`config.mk`:
```
export PLATFORM = sky130hd
export DESIGN_NAME = vga_timing_generator
export DESIGN_NICKNAME = d
export VERILOG_FILES = /design/src/rtl/vga_timing_generator.sv
export SDC_FILE = /design/constraint.sdc
export NUM_CORES = 1
export LEC_CHECK = 0
export CAP_MARGIN = 10
export CORE_AREA = 8 8 94 96
export DETAILED_ROUTE_END_ITERATION = 7
export DIE_AREA = 0 0 102 104
export GPL_TIMING_DRIVEN = 0
export SETUP_SLACK_MARGIN = 0.5
export SLEW_MARGIN = 20
export SYNTH_ARGS = -nofsm -noshare
export SYNTH_HDL_FRONTEND = slang
export SYNTH_SLANG_ARGS = --single-unit
```
`constraint.sdc`:
```
create_clock -name i_clk -period 4.25 [get_ports i_clk]
set_input_delay 0.85 -clock i_clk [delete_from_list [all_inputs] [get_ports i_clk]]
set_output_delay 0.85 -clock i_clk [all_outputs]
set_load 0.1 [all_outputs]
```
`src/rtl/vga_timing_generator.sv`:
```
// 800x600@60 raster timing generator: pixel coordinates/visibility for the framebuffer
// address path, plus sync and delayed visibility aligned to the RAM-read latency.
module vga_timing_generator #(
    parameter int   COORDINATES = 10,
    parameter int   H_VIS       = 800,
    parameter int   H_FP        = 40,
    parameter int   H_SYNC      = 128,
    parameter int   H_BP        = 88,
    parameter int   V_VIS       = 600,
    parameter int   V_FP        = 1,
    parameter int   V_SYNC      = 4,
    parameter int   V_BP        = 23,
    parameter logic H_POL       = 1'b1,
    parameter logic V_POL       = 1'b1,
    parameter int   DELAY       = 2
) (
    input  logic                   i_clk,
    input  logic                   i_rst_n,
    input  logic                   i_pix_en,
    output logic [COORDINATES-1:0] o_x,
    output logic [COORDINATES-1:0] o_y,
    output logic                   o_on_air,
    output logic                   o_on_air_d,
    output logic                   o_hsync,
    output logic                   o_vsync,
    output logic                   o_frame_start,
    output logic                   o_line_start
);

    localparam int H_TOTAL   = H_VIS + H_FP + H_SYNC + H_BP;
    localparam int V_TOTAL   = V_VIS + V_FP + V_SYNC + V_BP;
    localparam int H_SYNC_LO = H_VIS + H_FP;
    localparam int H_SYNC_HI = H_VIS + H_FP + H_SYNC - 1;
    localparam int V_SYNC_LO = V_VIS + V_FP;
    localparam int V_SYNC_HI = V_VIS + V_FP + V_SYNC - 1;

    logic [10:0]            r_h_cnt;
    logic [10:0]            r_v_cnt;
    logic [COORDINATES-1:0] r_x;
    logic [COORDINATES-1:0] r_y;
    logic                   r_on_air;
    logic                   r_hsync;
    logic                   r_vsync;
    logic                   r_frame_start;
    logic                   r_line_start;

    logic w_h_last;
    logic w_v_last;
    logic w_h_vis;
    logic w_v_vis;
    logic w_on_air;
    logic w_hsync_raw;
    logic w_vsync_raw;

    assign w_h_last    = (r_h_cnt == 11'(H_TOTAL - 1));
    assign w_v_last    = (r_v_cnt == 11'(V_TOTAL - 1));
    assign w_h_vis     = (r_h_cnt < 11'(H_VIS));
    assign w_v_vis     = (r_v_cnt < 11'(V_VIS));
    assign w_on_air    = w_h_vis && w_v_vis;
    assign w_hsync_raw = ((r_h_cnt >= 11'(H_SYNC_LO)) && (r_h_cnt <= 11'(H_SYNC_HI))) ? H_POL : ~H_POL;
    assign w_vsync_raw = ((r_v_cnt >= 11'(V_SYNC_LO)) && (r_v_cnt <= 11'(V_SYNC_HI))) ? V_POL : ~V_POL;

    // Outputs register a decode of the pre-increment counters, so they trail the counters by one pix_en.
    always_ff @(posedge i_clk or negedge i_rst_n) begin
        if (!i_rst_n) begin
            r_h_cnt       <= '0;
            r_v_cnt       <= '0;
            r_x           <= '0;
            r_y           <= '0;
            r_on_air      <= 1'b0;
            r_hsync       <= ~H_POL;
            r_vsync       <= ~V_POL;
            r_frame_start <= 1'b0;
            r_line_start  <= 1'b0;
        end else if (i_pix_en) begin
            r_h_cnt <= w_h_last ? 11'd0 : r_h_cnt + 11'd1;
            if (w_h_last) begin
                r_v_cnt <= w_v_last ? 11'd0 : r_v_cnt + 11'd1;
            end
            r_on_air      <= w_on_air;
            r_x           <= w_on_air ? r_h_cnt[COORDINATES-1:0] : '0;
            r_y           <= w_on_air ? r_v_cnt[COORDINATES-1:0] : '0;
            r_hsync       <= w_hsync_raw;
            r_vsync       <= w_vsync_raw;
            r_frame_start <= (r_h_cnt == 11'd0) && (r_v_cnt == 11'd0);
            r_line_start  <= (r_h_cnt == 11'd0) && w_v_vis;
        end
    end

    assign o_x           = r_x;
    assign o_y           = r_y;
    assign o_on_air      = r_on_air;
    assign o_frame_start = r_frame_start;
    assign o_line_start  = r_line_start;

    generate
        if (DELAY > 0) begin : g_delay
            logic r_hs_pipe [DELAY];
            logic r_vs_pipe [DELAY];
            logic r_on_pipe [DELAY];

            always_ff @(posedge i_clk or negedge i_rst_n) begin
                if (!i_rst_n) begin
                    for (int i = 0; i < DELAY; i++) begin
                        r_hs_pipe[i] <= ~H_POL;
                        r_vs_pipe[i] <= ~V_POL;
                        r_on_pipe[i] <= 1'b0;
                    end
                end else if (i_pix_en) begin
                    r_hs_pipe[0] <= r_hsync;
                    r_vs_pipe[0] <= r_vsync;
                    r_on_pipe[0] <= r_on_air;
                    for (int i = 1; i < DELAY; i++) begin
                        r_hs_pipe[i] <= r_hs_pipe[i-1];
                        r_vs_pipe[i] <= r_vs_pipe[i-1];
                        r_on_pipe[i] <= r_on_pipe[i-1];
                    end
                end
            end

            assign o_hsync    = r_hs_pipe[DELAY-1];
            assign o_vsync    = r_vs_pipe[DELAY-1];
            assign o_on_air_d = r_on_pipe[DELAY-1];
        end else begin : g_no_delay
            assign o_hsync    = r_hsync;
            assign o_vsync    = r_vsync;
            assign o_on_air_d = r_on_air;
        end
    endgenerate

endmodule

```
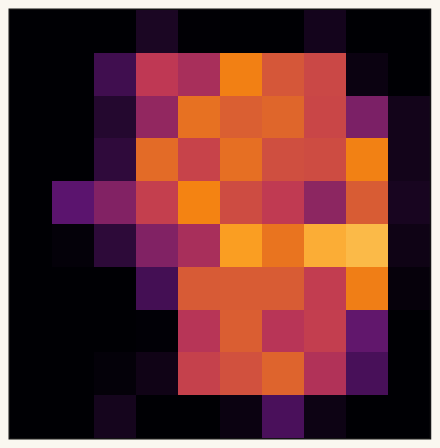
(images/cell_density.png)
10 x 10 tiles, from black (low) to pale yellow (high), 0 to 100% covered.
tiles over 75% full: 3.0%
densest ninth of the die: centre
fullest tile: 85%
emptiest ninth of the die: lower left

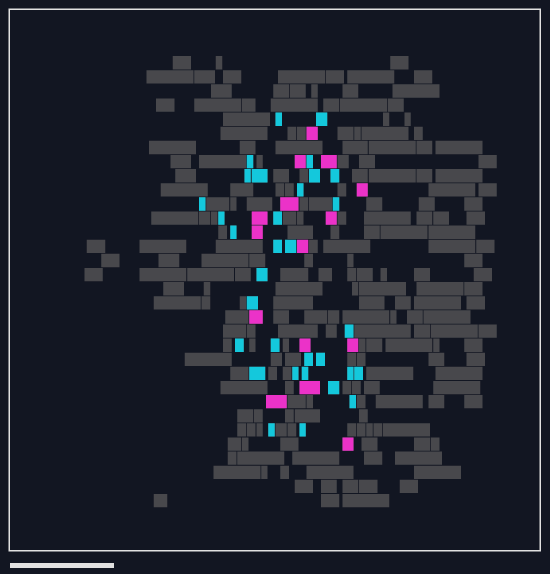
(images/logic_types.png)
Bar = 20 µm.
| family | colour | cells |
|---|---|---|
| NAND gates | cyan | 32 |
| AND and OR gates | magenta | 15 |

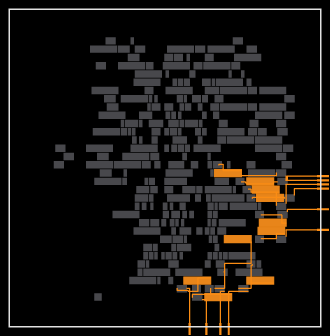
(images/io_fan.png)
| port | colour | bits | direction | edge | end cells | wire |
|---|---|---|---|---|---|---|
| o_y | orange | 10 | output | 6 right, 4 bottom | 10 | 291 µm |

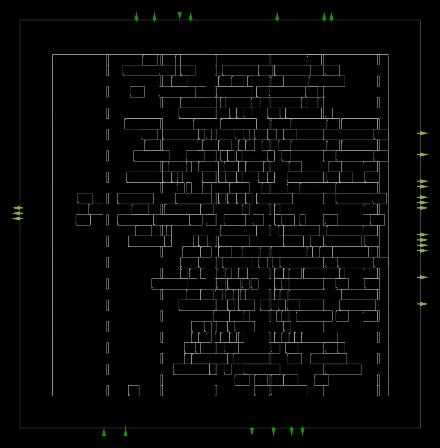
(images/placement.png)
final cell count without fillers: 360
Rows: 32

## stage by stage
stage	std cells	instance area, µm²
floorplan	223	2472
global placement	352	2870
finish	360	2980
global route	360	2980
CTS	360	2980
detailed placement	352	2868
## cells in the final DEF, fill, tap and decap left out, types with 3 or more instances in the layout
cell,count
nor2_1,6
dfrtp_1,53
mux2_2,6
xor2_1,3
clkbuf_8,5
clkdlybuf4s50_1,26
clkbuf_1,10
a22o_1,24
and3_1,4
nor3_1,10
a21oi_1,7
xnor2_1,4
buf_2,6
nand2_1,15
or3_1,4
nand3_1,9
ha_1,5
inv_1,7
nand4_1,4
o21ai_0,13
## routing by layer
| layer | GRT usage, % | part of all wire (%) |
|---|---|---|
| met4 | 5.037 | 2.1 |
| met3 | 2.477 | 5.5 |
| met2 | 15.37 | 43 |
| met1 | 14.80 | 50 |
| met5 | 0 | 0 |
## logic make-up (layout without fill, tap and decap cells)
| logic type | after synthesis | in the layout | synth area share, % |
|---|---|---|---|
| AND/OR/NAND/NOR | 71 | 71 | 17.76 |
| AND-OR/OR-AND | 56 | 56 | 16.60 |
| flip-flops | 53 | 53 | 53.64 |
| buffers and inverters | 25 | 60 | 4.251 |
| XOR/XNOR | 7 | 7 | 2.480 |
| multiplexers | 6 | 6 | 2.733 |
| adder cells (fa/ha/maj) | 5 | 5 | 2.530 |
## final cells by class
type | instances | share of cell area [%]
clock buffer | 5 | 2.309
timing repair buffer | 27 | 8.984
sequential | 53 | 44.50
buffer | 17 | 2.519
clock inverter | 3 | 1.469
inverter | 8 | 1.008
multi-input combinational | 145 | 34.93
tap | 102 | 4.282
## state kept, by name (all words and copies together), names as in the netlist
name,flops
g_delay.r_vs_pipe,1
r_hsync,1
o_y,10
o_vsync,1
o_on_air,1
g_delay.r_on_pipe,1
r_vsync,1
o_x,10
o_on_air_d,1
r_h_cnt,11
g_delay.r_hs_pipe,1
o_line_start,1
o_hsync,1
r_v_cnt,11
o_frame_start,1
## where the power goes
part	switching [W]	internal, W
Clock	0.000175	0.000177
Combinational	0.000276	0.0000973
Sequential	0.0000423	0.000553
## worst paths after layout
check	from	to	slack, ns	cells past startpoint
worst max-delay path	o_frame_start	o_frame_start	1.54	1
worst max register to register	r_h_cnt[0]	r_v_cnt[3]	2.27	7
worst min register to register	o_y[3]	o_y[3]	0.51	1
max in group asynchronous	i_rst_n	o_x[6]	3.25	1
min in group asynchronous	i_rst_n	r_v_cnt[4]	0.55	1
worst min-delay path	o_y[3]	o_y[3]	0.51	1
==> results.yml <==
# synthesis and place-and-route metrics
run_status:
  status: "finished, final reports clean"
yosys:
  area_leaders: "dfrtp_1 (54%), a22o_1 (8.5%), mux2_2 (2.7%)"
  yosys.area.top_type: "dfrtp_1"
  ys_ff: 53
setup_path:
  crit_path_max_incr_delay_ns: 1.15
  cp_max_fo: 2
  worstPathRequired_ns: 3.40
  cp_cell_sequence: "clkdlybuf4s50_1"
  slowest_stage: "clkdlybuf4s50_1"
  crit_type: "reg -> out"
clock_network:
  clockBufferDepth: 2
  cts_resized: 0
  clock_latency_ns: 0.32
  htreeDepth: 2
  holdBufCountCts: 0
  cts_buffers: 5
  postCtsSetupRepairBufs: 0
  clk_pin_slew_ns: 0.10
final_timing:
  whs_ns: 0.5116
  fmax_mhz: 369.6
  skew_ns: 0.01144
finish:
  post-route-util_pct: 40.02
place:
  place_ws_ns: 1.765
  dp_hpwl_mm: 3.700
die:
  coreArea_um2: 7447
route:
  vias_per_cell: 5.025
  drc: 0
global_route:
  grt_overflow: 0
Power is estimated from default activity; no workload was simulated.
